`src/rtl/target_gen_multi_if.sv`:
```
// Request/target bus between the game-control FSM and the target generator.
interface target_gen_multi_if #(
    parameter int LFSR_W      = 16,
    parameter int COORD_W     = 5,
    parameter int NUM_TARGETS = 2
);
    logic                           ena;
    logic                           new_game;
    logic                           respawn_req;
    logic [2:0]                     respawn_idx;
    logic                           seed_load;
    logic [LFSR_W-1:0]              seed_in;
    logic                           busy;
    logic                           targets_valid;
    logic                           fallback_used;
    logic [NUM_TARGETS*COORD_W-1:0] target_x_flat;
    logic [NUM_TARGETS*COORD_W-1:0] target_y_flat;

    modport master (
        output ena, new_game, respawn_req, respawn_idx, seed_load, seed_in,
        input  busy, targets_valid, fallback_used, target_x_flat, target_y_flat
    );

    modport slave (
        input  ena, new_game, respawn_req, respawn_idx, seed_load, seed_in,
        output busy, targets_valid, fallback_used, target_x_flat, target_y_flat
    );
endinterface

```
`src/rtl/target_gen_multi.sv`:
```
// Multi-slot pseudo-random target generator: fills NUM_TARGETS (x,y) slots
// from a free-running Fibonacci LFSR, windowed, optionally unique per batch,
// with bounded retries and a deterministic fallback placement.
module target_gen_multi #(
    parameter int                LFSR_W      = 16,
    parameter logic [LFSR_W-1:0] TAPS        = 16'hB400,
    parameter logic [LFSR_W-1:0] SEED        = 16'hACE1,
    parameter int                COORD_W     = 5,
    parameter int                NUM_TARGETS = 2,
    parameter int                X_MAX       = 31,
    parameter int                Y_MIN       = 30,
    parameter int                Y_MAX       = 31,
    parameter int                UNIQUE      = 1,
    parameter int                MAX_TRIES   = 15
) (
    input logic               clk,
    input logic               reset,
    target_gen_multi_if.slave bus
);
    typedef enum logic [1:0] {IDLE, GEN, RESP} state_t;

    localparam int                  FLAT_W   = NUM_TARGETS * COORD_W;
    localparam int                  TRY_W    = (MAX_TRIES < 1) ? 1 : $clog2(MAX_TRIES + 1);
    localparam logic [2:0]          LAST_IDX = 3'(NUM_TARGETS - 1);
    localparam logic [TRY_W-1:0]    TRY_LAST = TRY_W'(MAX_TRIES);
    localparam logic [COORD_W:0]    X_LIM    = (COORD_W + 1)'(X_MAX);
    localparam logic [COORD_W:0]    Y_LO     = (COORD_W + 1)'(Y_MIN);
    localparam logic [COORD_W:0]    Y_HI     = (COORD_W + 1)'(Y_MAX);
    localparam logic [COORD_W-1:0]  FB_Y     = COORD_W'(Y_MIN);
    localparam int unsigned         X_SPAN   = X_MAX + 1;

    state_t              state, state_nx;
    logic [LFSR_W-1:0]   lfsr, lfsr_step, seed_val;
    logic [2:0]          idx, idx_nx;
    logic [TRY_W-1:0]    tries, tries_nx;
    logic                tv_r, tv_nx;
    logic                fbu_r, fbu_nx;
    logic [FLAT_W-1:0]   x_flat, y_flat;
    logic [COORD_W-1:0]  cx, cy, fb_x, wr_x, wr_y;
    logic                in_window, collision, accept, wr_en;

    assign lfsr_step = {lfsr[LFSR_W-2:0], ^(lfsr & TAPS)};
    assign seed_val  = (bus.seed_in == '0) ? SEED : bus.seed_in;

    assign cx        = lfsr[COORD_W-1:0];
    assign cy        = lfsr[2*COORD_W-1:COORD_W];
    assign in_window = ({1'b0, cx} <= X_LIM) && ({1'b0, cy} >= Y_LO) && ({1'b0, cy} <= Y_HI);
    assign accept    = in_window && !((UNIQUE != 0) && collision);
    assign fb_x      = COORD_W'(32'(idx) % X_SPAN);

    // Candidate collides with a slot already valid in this batch (GEN: below idx; RESP: all others)
    always_comb begin
        collision = 1'b0;
        for (int unsigned k = 0; k < NUM_TARGETS; k++) begin
            if (((state == GEN) ? (k < 32'(idx)) : (k != 32'(idx))) &&
                (x_flat[k*COORD_W +: COORD_W] == cx) &&
                (y_flat[k*COORD_W +: COORD_W] == cy)) begin
                collision = 1'b1;
            end
        end
    end

    // Next-state, slot write selection and status flag updates
    always_comb begin
        state_nx = state;
        idx_nx   = idx;
        tries_nx = tries;
        tv_nx    = tv_r;
        fbu_nx   = fbu_r;
        wr_en    = 1'b0;
        wr_x     = cx;
        wr_y     = cy;
        case (state)
            IDLE: begin
                if (bus.new_game) begin
                    state_nx = GEN;
                    idx_nx   = '0;
                    tries_nx = '0;
                    tv_nx    = 1'b0;
                    fbu_nx   = 1'b0;
                end else if (bus.respawn_req && (32'(bus.respawn_idx) < NUM_TARGETS)) begin
                    state_nx = RESP;
                    idx_nx   = bus.respawn_idx;
                    tries_nx = '0;
                    fbu_nx   = 1'b0;
                end
            end
            GEN, RESP: begin
                if (bus.new_game) begin
                    state_nx = GEN;
                    idx_nx   = '0;
                    tries_nx = '0;
                    tv_nx    = 1'b0;
                    fbu_nx   = 1'b0;
                end else if (accept || (tries == TRY_LAST)) begin
                    wr_en    = 1'b1;
                    tries_nx = '0;
                    if (!accept) begin
                        wr_x   = fb_x;
                        wr_y   = FB_Y;
                        fbu_nx = 1'b1;
                    end
                    if ((state == RESP) || (idx == LAST_IDX)) begin
                        state_nx = IDLE;
                        if (state == GEN) tv_nx = 1'b1;
                    end else begin
                        idx_nx = idx + 3'd1;
                    end
                end else begin
                    tries_nx = tries + TRY_W'(1);
                end
            end
            default: state_nx = IDLE;
        endcase
    end

    // State, LFSR and slot registers; everything holds while ena is low
    always_ff @(posedge clk or posedge reset) begin
        if (reset) begin
            lfsr   <= SEED;
            state  <= IDLE;
            idx    <= '0;
            tries  <= '0;
            tv_r   <= 1'b0;
            fbu_r  <= 1'b0;
            x_flat <= '0;
            y_flat <= '0;
        end else if (bus.ena) begin
            lfsr  <= bus.seed_load ? seed_val : lfsr_step;
            state <= state_nx;
            idx   <= idx_nx;
            tries <= tries_nx;
            tv_r  <= tv_nx;
            fbu_r <= fbu_nx;
            for (int unsigned k = 0; k < NUM_TARGETS; k++) begin
                if (wr_en && (idx == 3'(k))) begin
                    x_flat[k*COORD_W +: COORD_W] <= wr_x;
                    y_flat[k*COORD_W +: COORD_W] <= wr_y;
                end
            end
        end
    end

    assign bus.busy          = (state != IDLE);
    assign bus.targets_valid = tv_r;
    assign bus.fallback_used = fbu_r;
    assign bus.target_x_flat = x_flat;
    assign bus.target_y_flat = y_flat;
endmodule

```
`src/flat_wrapper.sv`:
```
// flat-port wrapper written by rule: the top's interface ports become plain ports
module target_gen_multi_flat 
#(
    parameter int                LFSR_W      = 16,
    parameter logic [LFSR_W-1:0] TAPS        = 16'hB400,
    parameter logic [LFSR_W-1:0] SEED        = 16'hACE1,
    parameter int                COORD_W     = 5,
    parameter int                NUM_TARGETS = 2,
    parameter int                X_MAX       = 31,
    parameter int                Y_MIN       = 30,
    parameter int                Y_MAX       = 31,
    parameter int                UNIQUE      = 1,
    parameter int                MAX_TRIES   = 15
)
  (clk, reset, bus_ena, bus_new_game, bus_respawn_req, bus_respawn_idx, bus_seed_load, bus_seed_in, bus_busy, bus_targets_valid, bus_fallback_used, bus_target_x_flat, bus_target_y_flat);
  target_gen_multi_if #(.LFSR_W(LFSR_W), .COORD_W(COORD_W), .NUM_TARGETS(NUM_TARGETS)) bus_i ();
  input logic clk;
  input logic reset;
  input wire logic [$bits(bus_i.ena)-1:0] bus_ena;
  input wire logic [$bits(bus_i.new_game)-1:0] bus_new_game;
  input wire logic [$bits(bus_i.respawn_req)-1:0] bus_respawn_req;
  input wire logic [$bits(bus_i.respawn_idx)-1:0] bus_respawn_idx;
  input wire logic [$bits(bus_i.seed_load)-1:0] bus_seed_load;
  input wire logic [$bits(bus_i.seed_in)-1:0] bus_seed_in;
  output wire logic [$bits(bus_i.busy)-1:0] bus_busy;
  output wire logic [$bits(bus_i.targets_valid)-1:0] bus_targets_valid;
  output wire logic [$bits(bus_i.fallback_used)-1:0] bus_fallback_used;
  output wire logic [$bits(bus_i.target_x_flat)-1:0] bus_target_x_flat;
  output wire logic [$bits(bus_i.target_y_flat)-1:0] bus_target_y_flat;
  assign bus_i.ena = bus_ena;
  assign bus_i.new_game = bus_new_game;
  assign bus_i.respawn_req = bus_respawn_req;
  assign bus_i.respawn_idx = bus_respawn_idx;
  assign bus_i.seed_load = bus_seed_load;
  assign bus_i.seed_in = bus_seed_in;
  assign bus_busy = bus_i.busy;
  assign bus_targets_valid = bus_i.targets_valid;
  assign bus_fallback_used = bus_i.fallback_used;
  assign bus_target_x_flat = bus_i.target_x_flat;
  assign bus_target_y_flat = bus_i.target_y_flat;
  target_gen_multi #(.LFSR_W(LFSR_W), .TAPS(TAPS), .SEED(SEED), .COORD_W(COORD_W), .NUM_TARGETS(NUM_TARGETS), .X_MAX(X_MAX), .Y_MIN(Y_MIN), .Y_MAX(Y_MAX), .UNIQUE(UNIQUE), .MAX_TRIES(MAX_TRIES)) u_core (.clk(clk), .reset(reset), .bus(bus_i));
endmodule
```
`config.mk`:
```
export PLATFORM = sky130hd
export DESIGN_NAME = target_gen_multi_flat
export DESIGN_NICKNAME = d
export VERILOG_FILES = /design/src/rtl/target_gen_multi_if.sv /design/src/rtl/target_gen_multi.sv /design/src/flat_wrapper.sv
export SDC_FILE = /design/constraint.sdc
export NUM_CORES = 1
export LEC_CHECK = 0
export ABC_AREA = 1
export ABC_CLOCK_PERIOD_IN_PS = 2600
export CAP_MARGIN = 20
export CORE_AREA = 2 2 76 78
export CTS_CLUSTER_SIZE = 40
export DETAILED_ROUTE_END_ITERATION = 10
export DIE_AREA = 0 0 78 80
export PLACE_DENSITY = 0.77
export SLEW_MARGIN = 20
export SYNTH_ARGS = -nofsm -noshare
export SYNTH_HDL_FRONTEND = slang
export SYNTH_SLANG_ARGS = --single-unit
```
`constraint.sdc`:
```
create_clock -name clk -period 2.6 [get_ports clk]
set_input_delay 0.26 -clock clk [delete_from_list [all_inputs] [get_ports clk]]
set_output_delay 0.26 -clock clk [all_outputs]
set_load 0.01 [all_outputs]
```
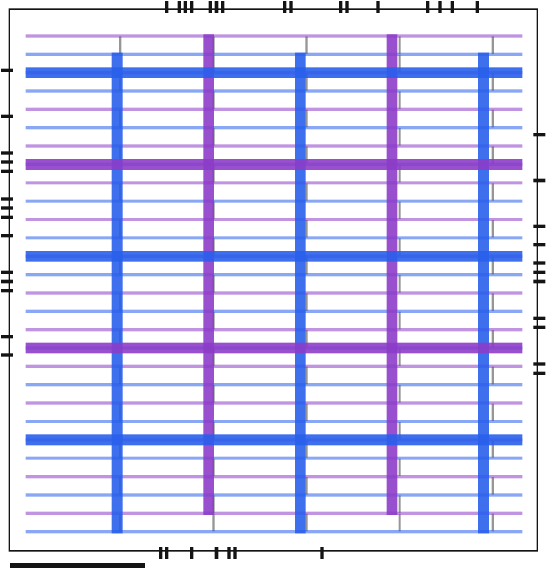
Fig. 1. Supply network (run 1).
The bar under the picture is 20 µm long. Pins as bars on the die edge. Tap cells in grey.
- VSS: blue
- VDD: purple
- signal pins: 48
- met1 rails: 28
- met4 straps: 5
Die Y-Extent: 80 µm
peak supply drop: 0.000454 V
Core Footprint: 5410 µm²

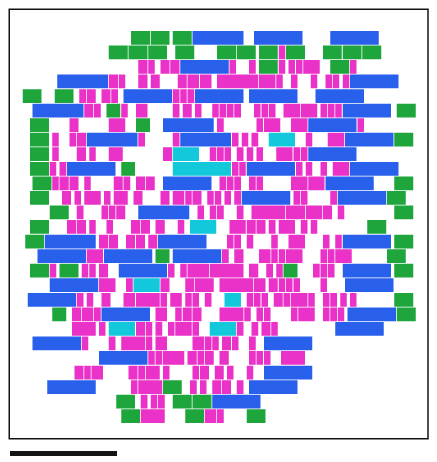
Fig. 2. Cells coloured by class (run 1).
The bar under the picture is 20 µm long.
- registers: blue (cells 47)
- clock drivers and dummy loads: cyan (cells 8)
- remaining buffers and delay cells: green (cells 53)
- remaining logic cells: magenta (cells 296)
post-route cell area: 3410 µm²
Finished Core Util: 0.632
site row count: 27
Seq/total area: 0.347

==> impl_metrics.csv, run 1 <==
group,metric,value,unit
run_status,status,"complete, no violations",
sta,final_max_slew_viol_count,0,
clock_network,cts_root_buf,"clkbuf_8",
clock_network,htreeDepth,2,
routing,dr.pass1.iters,4,
clock_network,cts_inserted_buffers,5,
power,switchingPower,843,µW
flow_run,drv_cap,0,
final_layout,largest_cell_class,"multi-input combinational cells",
routing,post-route-drc-count,0,
power,p_comb,833,µW
synthesis,synth_area,2730,µm²
worst_setup_path,rr_worst_depth,10,
clock_network,clock_sinks,47,
final_layout,logic_area,1320,µm²
routing,via_per_inst,5.03,
worst_setup_path,cp_top_family,"simple AND/OR/NAND/NOR gates",
routing,drtAntennaViolNets,0,
placed_design,portBuffers,47,
synthesis,yosys.area_share.adder,0.0321,
placed_design,gp_routability_congestion,0.866,
synthesis,synth_cells,350,
routing,dr_wl_met3,217,µm
global_route,gr-max-usage-layer,"met2",
global_route,grt-ovfl-total,0,
synthesis,synth-simple-area-share,0.264,
sta,tns,0,ns
final_layout,regMostFlops,"u_core.lfsr",
final_layout,largest_reg_flops,16,
global_route,grt_use_met3,0.0396,
final_layout,clock_cell_area_share,0.0355,
worst_setup_path,critical_path_class,"reg -> reg",
synthesis,xor_area_frac,0.0546,
worst_setup_path,arrival,2.30,ns
sta,slew_headroom,0.433,
worst_setup_path,timing.rr.start,"u_core.state[1]",
sta,finalCriticalPeriod,2.07,ns
final_layout,seq_cell_count,47,
sta,rsz0062_at_grt,"false",
clock_network,ctsResizeCount,0,
die,nWellTaps,72,
final_layout,num-multi-input-gates,247,
final_layout,nets,435,
die,die_w,78,µm
final_layout,diodes,0,
die,pin_count,48,
synthesis,synth_flops,47,
worst_setup_path,crit_chain,"inv_1 > ha_1 > inv_1 > nor2_4 > inv_1 > nor2_1 > nand3_4 > inv_1 > nand2_1 > nand2_1",
final_layout,final_cell_mix,"nand2_1, clkdlybuf4s50_1, inv_1, dfrtp_1, o21ai_0",
placed_design,dp_hpwl,4.62,mm
placed_design,pre_cts_ws,0.586,ns
clock_network,ctsLongestPathBuffers,2,
clock_network,clk_pin_slew,0.09,ns
final_layout,buffers,53,
global_route,grt_pass1_wl,10.2,mm
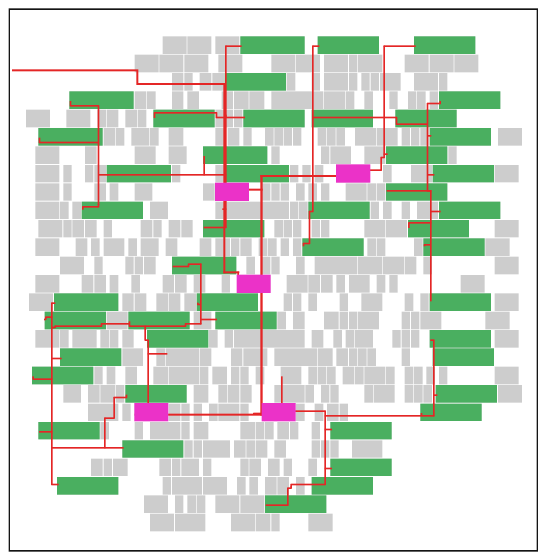
Fig. 3. Clock distribution (run 1).
- clock-net drivers: magenta (count 5)
- clock wires: red (length 548 µm)
- flip-flops: green (count 47)
- flops lie: all over the die
clk_lat worst skew: 0.30 ns
part of the power in the clock network: 0.238
Clk. pwr: 568 µW
Post-Route Skew: 0.00960 ns

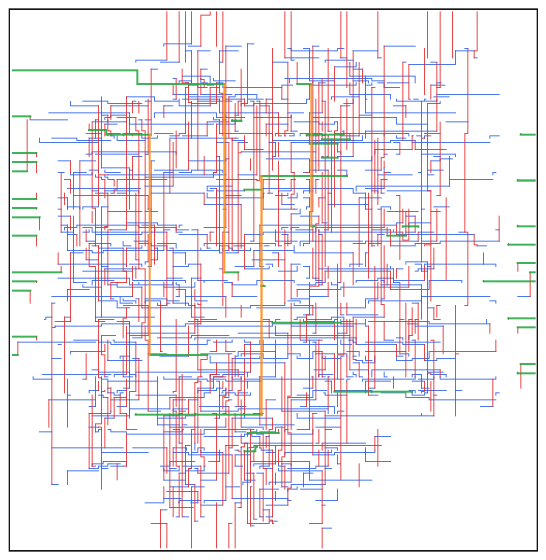
Fig. 4. Routed metal, one colour a layer (run 1).
- M4: orange (wire length 117 µm)
- M1: blue (wire length 2830 µm)
- M3: green (wire length 217 µm)
- M2: red (wire length 2790 µm)
Total Routing Usage GR: 0.208
via count: 2394
Post-Route WL: 5.96 mm

[run 1: worst max path at each step]
stage / cells past startpoint / slack, ns / start / end
2_1_floorplan: 10 / 0.76 / u_core.state[0] / u_core.bus.target_y_flat[5]
3_3_place_gp: 10 / 0.67 / bus_new_game / u_core.idx[2]
3_5_place_dp: 9 / 0.59 / u_core.state[0] / u_core.bus.target_x_flat[5]
4_1_cts: 10 / 0.55 / u_core.state[0] / u_core.bus.target_x_flat[6]
5_1_grt: 10 / 0.32 / u_core.state[0] / u_core.bus.target_x_flat[0]
6_report: 10 / 0.53 / u_core.state[1] / u_core.bus.target_x_flat[6]
[run 1: synth_stat cells]
master | count | area share
nand3_1 | 13 | 0.024
or2_2 | 2 | 0.0046
nor2_2 | 2 | 0.0046
inv_1 | 45 | 0.062
o22ai_1 | 5 | 0.011
inv_2 | 4 | 0.0055
o211ai_1 | 2 | 0.0055
nand2_4 | 1 | 0.0041
a21oi_1 | 14 | 0.026
nor2_1 | 31 | 0.043
o21ai_0 | 32 | 0.059
clkbuf_1 | 5 | 0.0069
ha_1 | 7 | 0.032
dfrtp_1 | 39 | 0.36
o21ai_2 | 6 | 0.019
buf_6 | 2 | 0.0083
nor2_4 | 1 | 0.0041
o2111ai_1 | 1 | 0.0032
a31oi_1 | 1 | 0.0023
nand4_1 | 2 | 0.0046
nand3_2 | 2 | 0.0073
nand2_1 | 99 | 0.14
dfstp_2 | 8 | 0.077
xor2_1 | 2 | 0.0064
xnor2_1 | 15 | 0.048
nand2_2 | 2 | 0.0046
nor4_4 | 1 | 0.0078
o31ai_1 | 1 | 0.0028
nand3_4 | 3 | 0.019
o21ai_1 | 2 | 0.0037
Fig. 5: run 1, congestion heat map
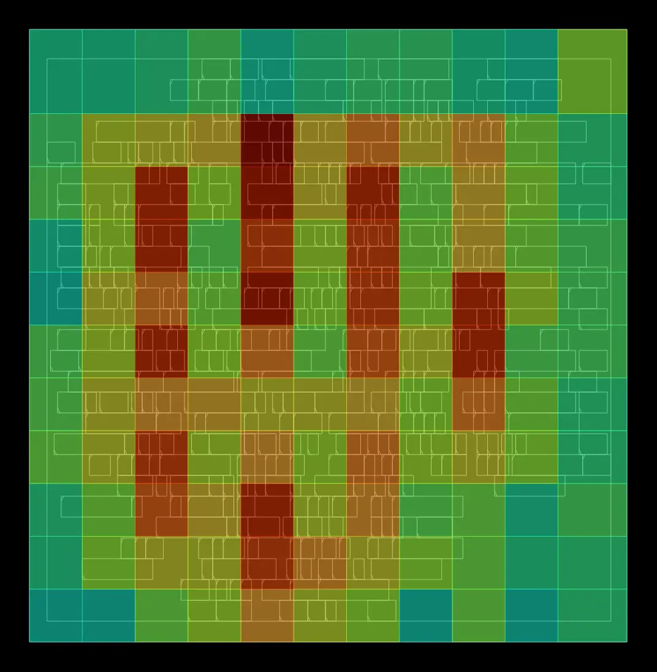

==> run 2: changes to the inputs <==
- ABC_CLOCK_PERIOD_IN_PS: 2600 -> 2000
- clock period: 2.6 -> 2 ns (I/O delays scaled with it)
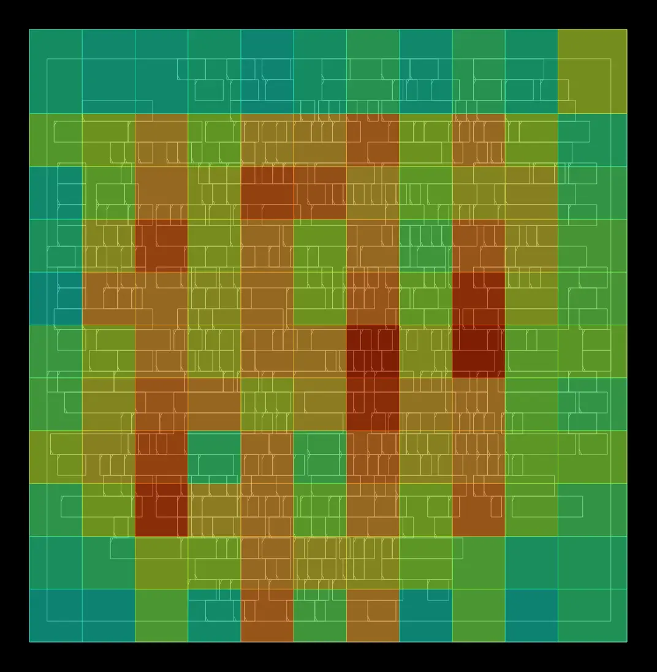
Fig. 6. Congestion heat map (run 2).
met3 Use GR: 0.0373
Finished Core Util: 0.669
Total Routing Usage GR: 0.209
GR Layer Usage met1: 0.277
WL per Instance: 13.0 µm

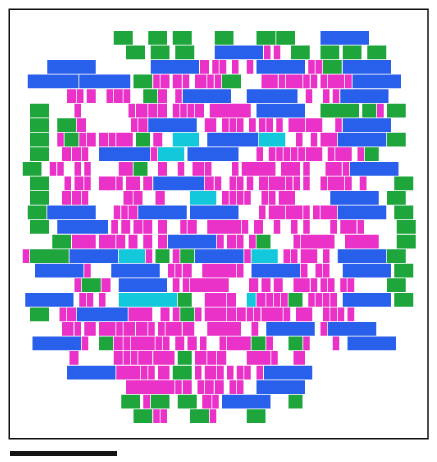
Fig. 7. Cells coloured by class (run 2).
The bar under the picture is 20 µm long.
- remaining buffers and delay cells: green (cells 66)
- clock drivers and dummy loads: cyan (cells 8)
- registers: blue (cells 47)
- remaining logic cells: magenta (cells 298)
post-route cell area: 3620 µm²
Seq/total area: 0.328

==> run 2 against run 1 <==
Compared with the run above: flip-flop count stayed put; maximum frequency is 8.5% higher; via count is 4.5% higher; utilization is 3.8 points higher; worst hold slack worse by 0.070 ns; power is 38% higher; die area stayed put; highest routed layer unchanged; global-route usage is 0.073 points higher; synthesized area stayed put; final cell count is 3.2% higher.
==> impl_metrics.csv, run 2 <==
group,metric,value,unit
die,num_rows,27,
final_layout,clock_cell_area_share,0.0325,
routing,drtAntennaViolNets,0,
final_layout,drive_gt1_frac,0.160,
final_layout,largest_cell_class,"multi-input combinational cells",
routing,via_per_inst,5.09,
clock_network,clkLatencyLatePin,0.30,ns
final_layout,final_cell_mix,"nand2_1, clkdlybuf4s50_1, inv_1, dfrtp_1, o21ai_0",
synthesis,async_flop_share,1.00,
synthesis,synthTopCellsByCount,"nand2_1, inv_1, dfrtp_1",
sta,fin_worst_skew,0.00962,ns
final_layout,largest_reg_flops,16,
clock_network,cts_inserted_buffers,5,
worst_setup_path,arrival,2.09,ns
routing,post-route-drc-count,0,
die,pin_count,48,
die,dieHeight,80,µm
worst_setup_path,cp-end-kind,"register",
final_layout,comb_area_frac,0.387,
sta,slew_headroom,0.693,
die,die_w,78,µm
routing,wirelength,6.40,mm
global_route,grt-ovfl-total,0,
clock_network,cts_root_buf,"clkbuf_8",
clock_network,clock_sinks,47,
final_layout,logic_area,1400,µm²
routing,drt_iter0_markers,140,
worst_setup_path,cp_common_cell,"nand2_1",
final_layout,seq_cell_count,47,
synthesis,yosys_most_used_dff,"dfrtp_1",
sta,final_max_slew_viol_count,0,
placed_design,portBuffers,47,
synthesis,synth_cells,350,
synthesis,most_common_cell,"nand2_1",
final_layout,buffers,66,
synthesis,ys_area,2730,µm²
final_layout,regMostFlops,"u_core.lfsr",
power,ir_drop,0.000610,V
clock_network,htreeDepth,2,
run_status,status,"complete, no violations",
worst_setup_path,crit_chain,"inv_2 > ha_1 > inv_1 > nor2_4 > nand2_1 > nand2_1 > nor2_2 > nand3_2 > nand3_4 > nand2_8 > nand3_4 > buf_4 > nand2_1",
worst_setup_path,cp_top_family,"simple AND/OR/NAND/NOR gates",
synthesis,synth_area,2730,µm²
die,core_area,5410,µm²
worst_setup_path,critical_path_class,"reg -> reg",
placed_design,gp_routability_congestion,0.853,
clock_network,ctsLongestPathBuffers,2,
synthesis,synth_flops,47,
synthesis,edf_count,0,
routing,dr.pass1.iters,4,
global_route,grt_pass1_wl,10.4,mm
clock_network,clk_pin_slew,0.09,ns
flow_run,drv_cap,0,
synthesis,largest_area_cell,"dfrtp_1",
final_layout,diodes,0,
worst_setup_path,cpPeakStageDelay,0.39,ns
clock_network,ctsResizeCount,0,
placed_design,dp_hpwl,4.62,mm
synthesis,yosysTopAreaCellShare,0.358,
final_layout,area_growth,32.6,%
sta,finalCriticalPeriod,1.91,ns
global_route,antenna_found_initial,0,
final_layout,num-multi-input-gates,249,
synthesis,synth.area.top_cells,"dfrtp_1, nand2_1, dfstp_2, inv_1, o21ai_0",
placed_design,pre_cts_ws,0.0397,ns
die,nWellTaps,72,
global_route,grt_pass1_vias,2359,
final_layout,nets,450,
clock_network,cts_tree,"done",
sta,tns,0,ns
routing,num_vias,2501,
[run 2: netlist changes by cell type in the layout (fill, tap and decap cells not counted), sizes merged]
cell and change:
clkinv +1, inv -1, buf +13, nand3 +2
[run 2: cells by family (layout without fill, tap and decap cells)]
| family | Yosys count | after routing | synth area share |
|---|---|---|---|
| adder cells (fa/ha/maj) | 7 | 7 | 0.0321 |
| buffers and inverters | 56 | 123 | 0.0825 |
| XOR/XNOR | 17 | 17 | 0.0546 |
| flip-flops | 47 | 47 | 0.435 |
| AND-OR/OR-AND | 64 | 64 | 0.133 |
| AND/OR/NAND/NOR | 159 | 161 | 0.264 |
[run 2: where the power goes]
part / internal (mW) / switching, mW / leakage (nW) / total (mW)
logic: 0.597 / 0.687 / 1.07 / 1.28
clock network: 0.405 / 0.316 / 0.0612 / 0.721
registers: 1.11 / 0.178 / 0.559 / 1.29
total: 2.12 / 1.18 / 1.69 / 3.30
[run 2: final timing paths]
| path | startpoint | to | slack, ns | depth (start not counted) |
|---|---|---|---|---|
| max reg2reg | u_core.idx[0] | u_core.bus.target_y_flat[3] | 0.09 | 13 |
| min in group clk | u_core.lfsr[11] | u_core.lfsr[11] | 0.50 | 2 |
| min | reset | u_core.lfsr[12] | 0.26 | 3 |
| max in group asynchronous | reset | u_core.lfsr[7] | 1.47 | 3 |
| max | u_core.idx[0] | u_core.bus.target_y_flat[3] | 0.09 | 13 |
| min reg2reg | u_core.lfsr[11] | u_core.lfsr[11] | 0.50 | 2 |
[run 2: routing by layer]
| layer | vias up | share of wire | GRT usage |
|---|---|---|---|
| li1 | 1257 | - | - |
| met1 | 1158 | 0.45 | 0.277 |
| met2 | 79 | 0.49 | 0.355 |
| met3 | 7 | 0.052 | 0.0373 |
| met4 | 0 | 0.0081 | 0.0509 |
| met5 | - | 0 | 0 |
Fig. 8: run 2, routed metal, one colour a layer
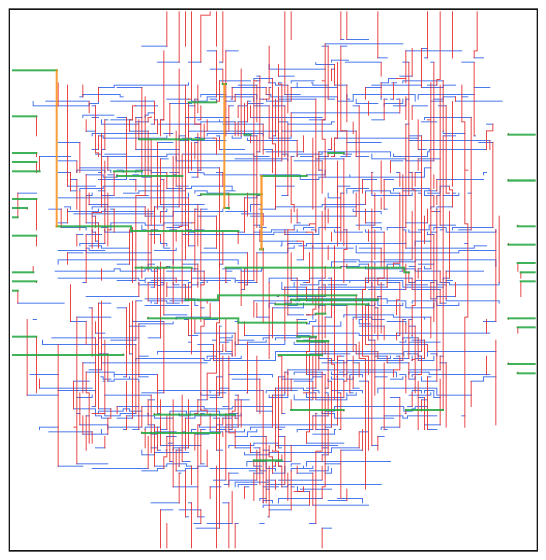

==> run 3: changes to the inputs <==
--- a/config.mk
+++ b/config.mk
@@ -8,3 +8,3 @@
 export ABC_AREA = 1
-export ABC_CLOCK_PERIOD_IN_PS = 2000
+export ABC_CLOCK_PERIOD_IN_PS = 2200
 export CAP_MARGIN = 20
@@ -15,2 +15,3 @@
 export PLACE_DENSITY = 0.77
+export REMOVE_ABC_BUFFERS = 1
 export SLEW_MARGIN = 20
==> constraint.sdc (replaced) <==
create_clock -name clk -period 2.2 [get_ports clk]
set_input_delay 0.55 -clock clk [delete_from_list [all_inputs] [get_ports clk]]
set_output_delay 0.55 -clock clk [all_outputs]
set_load 0.01 [all_outputs]
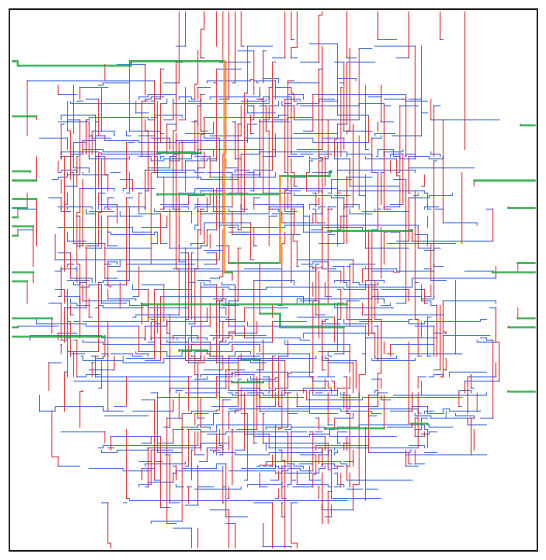
Fig. 9. Routed metal, one colour a layer (run 3).
- M1: blue (wire length 2940 µm)
- M3: green (wire length 233 µm)
- M2: red (wire length 2850 µm)
- M4: orange (wire length 44.2 µm)
via count: 2414
WL per Instance: 12.6 µm
Post-Route WL: 6.06 mm
Total Routing Usage GR: 0.212

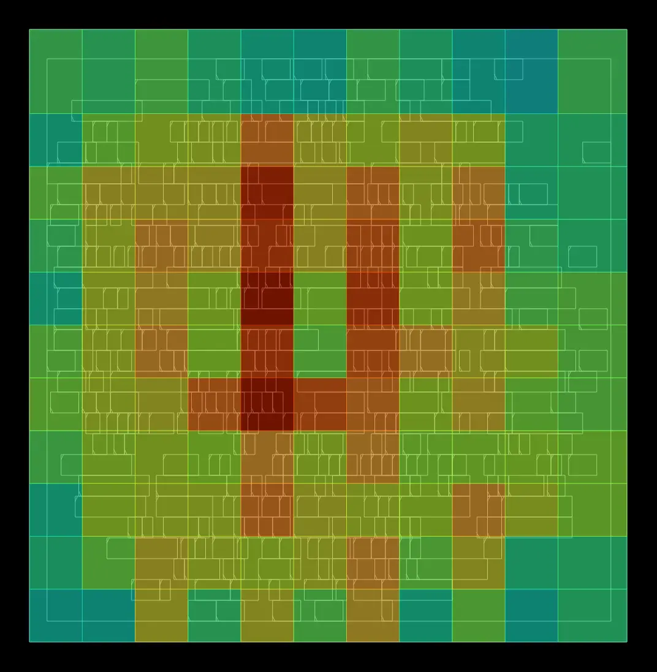
Fig. 10. Congestion heat map (run 3).
Finished Core Util: 0.637
met3 Use GR: 0.0362
GR Layer Usage met1: 0.299
GR Layer Usage met2: 0.341

==> run 3 against run 2 <==
Compared with the run above: final area is 4.9% lower; worst hold slack better by 0.24 ns; combinational power decreased by about 20%; critical endpoint is now bus_busy; setup slack got worse by 0.0086 ns; final cell count shrank 1.8%; flip-flop count is the same; largest power group unchanged; register-to-register slack better by 0.13 ns; clock-buffer cell count rose by 1; sequential share of layout area up 1.6 points.
==> impl_metrics.csv, run 3 <==
group,metric,value,unit
die,num_rows,27,
synthesis,async_flop_share,1.00,
placed_design,dp_hpwl,4.73,mm
worst_setup_path,worstReg2RegEnd,"u_core.bus.target_x_flat[8]",
min_path,whs_endpoint,"u_core.lfsr[11]",
min_path,min_from,"u_core.lfsr[11]",
worst_setup_path,cp-end-kind,"output pin",
routing,dr.pass1.iters,4,
worst_setup_path,reg2reg_slack,0.22,ns
global_route,grt_pass1_wl,10.5,mm
synthesis,synth_cells,350,
clock_network,post_cts_buffers,0,
final_layout,drive_gt1_frac,0.127,
synthesis,edf_count,0,
clock_network,clk_pin_slew,0.08,ns
worst_setup_path,cpPeakStageDelay,0.53,ns
run_status,status,"complete, no violations",
synthesis,largest_area_cell,"dfrtp_1",
final_layout,regMostFlops,"u_core.lfsr",
sta,slew_headroom,0.732,
global_route,grt_pass1_vias,2285,
placed_design,gp_routability_congestion,0.868,
worst_setup_path,crit_chain,"inv_1 > ha_1 > inv_1 > clkdlybuf4s50_1",
sta,final_max_slew_viol_count,0,
synthesis,yosysTopAreaCellShare,0.358,
power,ir_drop,0.000377,V
clock_network,cts_root_buf,"clkbuf_8",
worst_setup_path,cp_top_family,"buffers and inverters",
sta,tns,0,ns
synthesis,yosys_most_used_dff,"dfrtp_1",
clock_network,cts_inserted_buffers,5,
sta,fin_worst_skew,0.00742,ns
synthesis,most_common_cell,"nand2_1",
clock_network,clkLatencyLatePin,0.30,ns
synthesis,synth.area.top_cells,"dfrtp_1, nand2_1, dfstp_2, inv_1, o21ai_0",
die,core_area,5410,µm²
final_layout,diodes,0,
synthesis,synthTopCellsByCount,"nand2_1, inv_1, dfrtp_1",
routing,drtAntennaViolNets,0,
sta,finalCriticalPeriod,2.12,ns
global_route,antenna_found_initial,0,
routing,via_per_inst,5.01,
final_layout,final_cell_mix,"nand2_1, clkdlybuf4s50_1, inv_1, dfrtp_1, o21ai_0",
worst_setup_path,timing.rr.start,"u_core.idx[0]",
placed_design,portBuffers,47,
routing,drt_iter0_markers,155,
flow_run,drv_cap,0,
die,die_w,78,µm
placed_design,pre_cts_ws,0.0340,ns
clock_network,ctsLongestPathBuffers,2,
flow_run,warnings,29,
die,pin_count,48,
worst_setup_path,arrival,1.57,ns
min_path,hold_depth,2,
clock_network,ctsResizeCount,0,
final_layout,fin_area,3440,µm²
final_layout,largest_reg_flops,16,
run 3: cell count changes in the layout (fill, tap and decap cells not counted), sizes merged:
cell    previous run  this run
buf               19        12
bufinv             1         0
clkbuf             6         7
clkinv             2         1
inv               48        49
nand3             20        18
run 3: logic make-up after synthesis:
logic type	after synthesis	synth area share
adders and majority gates	7	0.0321
buffers and inverters	56	0.0825
and+or+nand+nor	159	0.264
AOI/OAI and AO/OA	64	0.133
xor gates and xnor gates	17	0.0546
DFF	47	0.435
run 3: metal layers:
metal  wire, µm  vias to the layer above  track usage
met5          0                        -            0
met4         44                        0       0.0526
met3        232                        5       0.0362
met2       2850                       44        0.341
met1       2940                     1136        0.299
li1           -                     1229            -
run 3: worst max-delay path by stage:
stage | startpoint | end | slack, ns | depth (start not counted)
after floorplan | u_core.state[0] | u_core.bus.target_x_flat[8] | 0.40 | 9
after global placement | bus_new_game | u_core.idx[2] | 0.05 | 10
after detailed placement | bus_new_game | u_core.idx[0] | 0.03 | 10
after CTS | u_core.state[0] | bus_busy | 0.06 | 4
after global routing | u_core.idx[0] | u_core.bus.target_y_flat[0] | 0.0007 | 13
final | u_core.state[1] | bus_busy | 0.08 | 4
run 3: report_power, final:
group	total (mW)	leakage (nW)	switching [mW]	internal, mW
Clock	0.535	0.0482	0.282	0.254
Combinational	1.03	1.03	0.553	0.473
Sequential	1.17	0.560	0.160	1.01
run 3: cell type report:
| class | count | area [µm²] |
|---|---|---|
| clock inverters | 1 | 5.00 |
| fillers | 490 | 1960 |
| multi-input cells | 247 | 1320 |
| inverters | 49 | 184 |
| repair buffers | 59 | 573 |
| well taps | 72 | 90.1 |
| clock buffers | 7 | 86.3 |
| flip-flops and latches | 47 | 1190 |
Power is estimated from default activity; no workload was simulated.
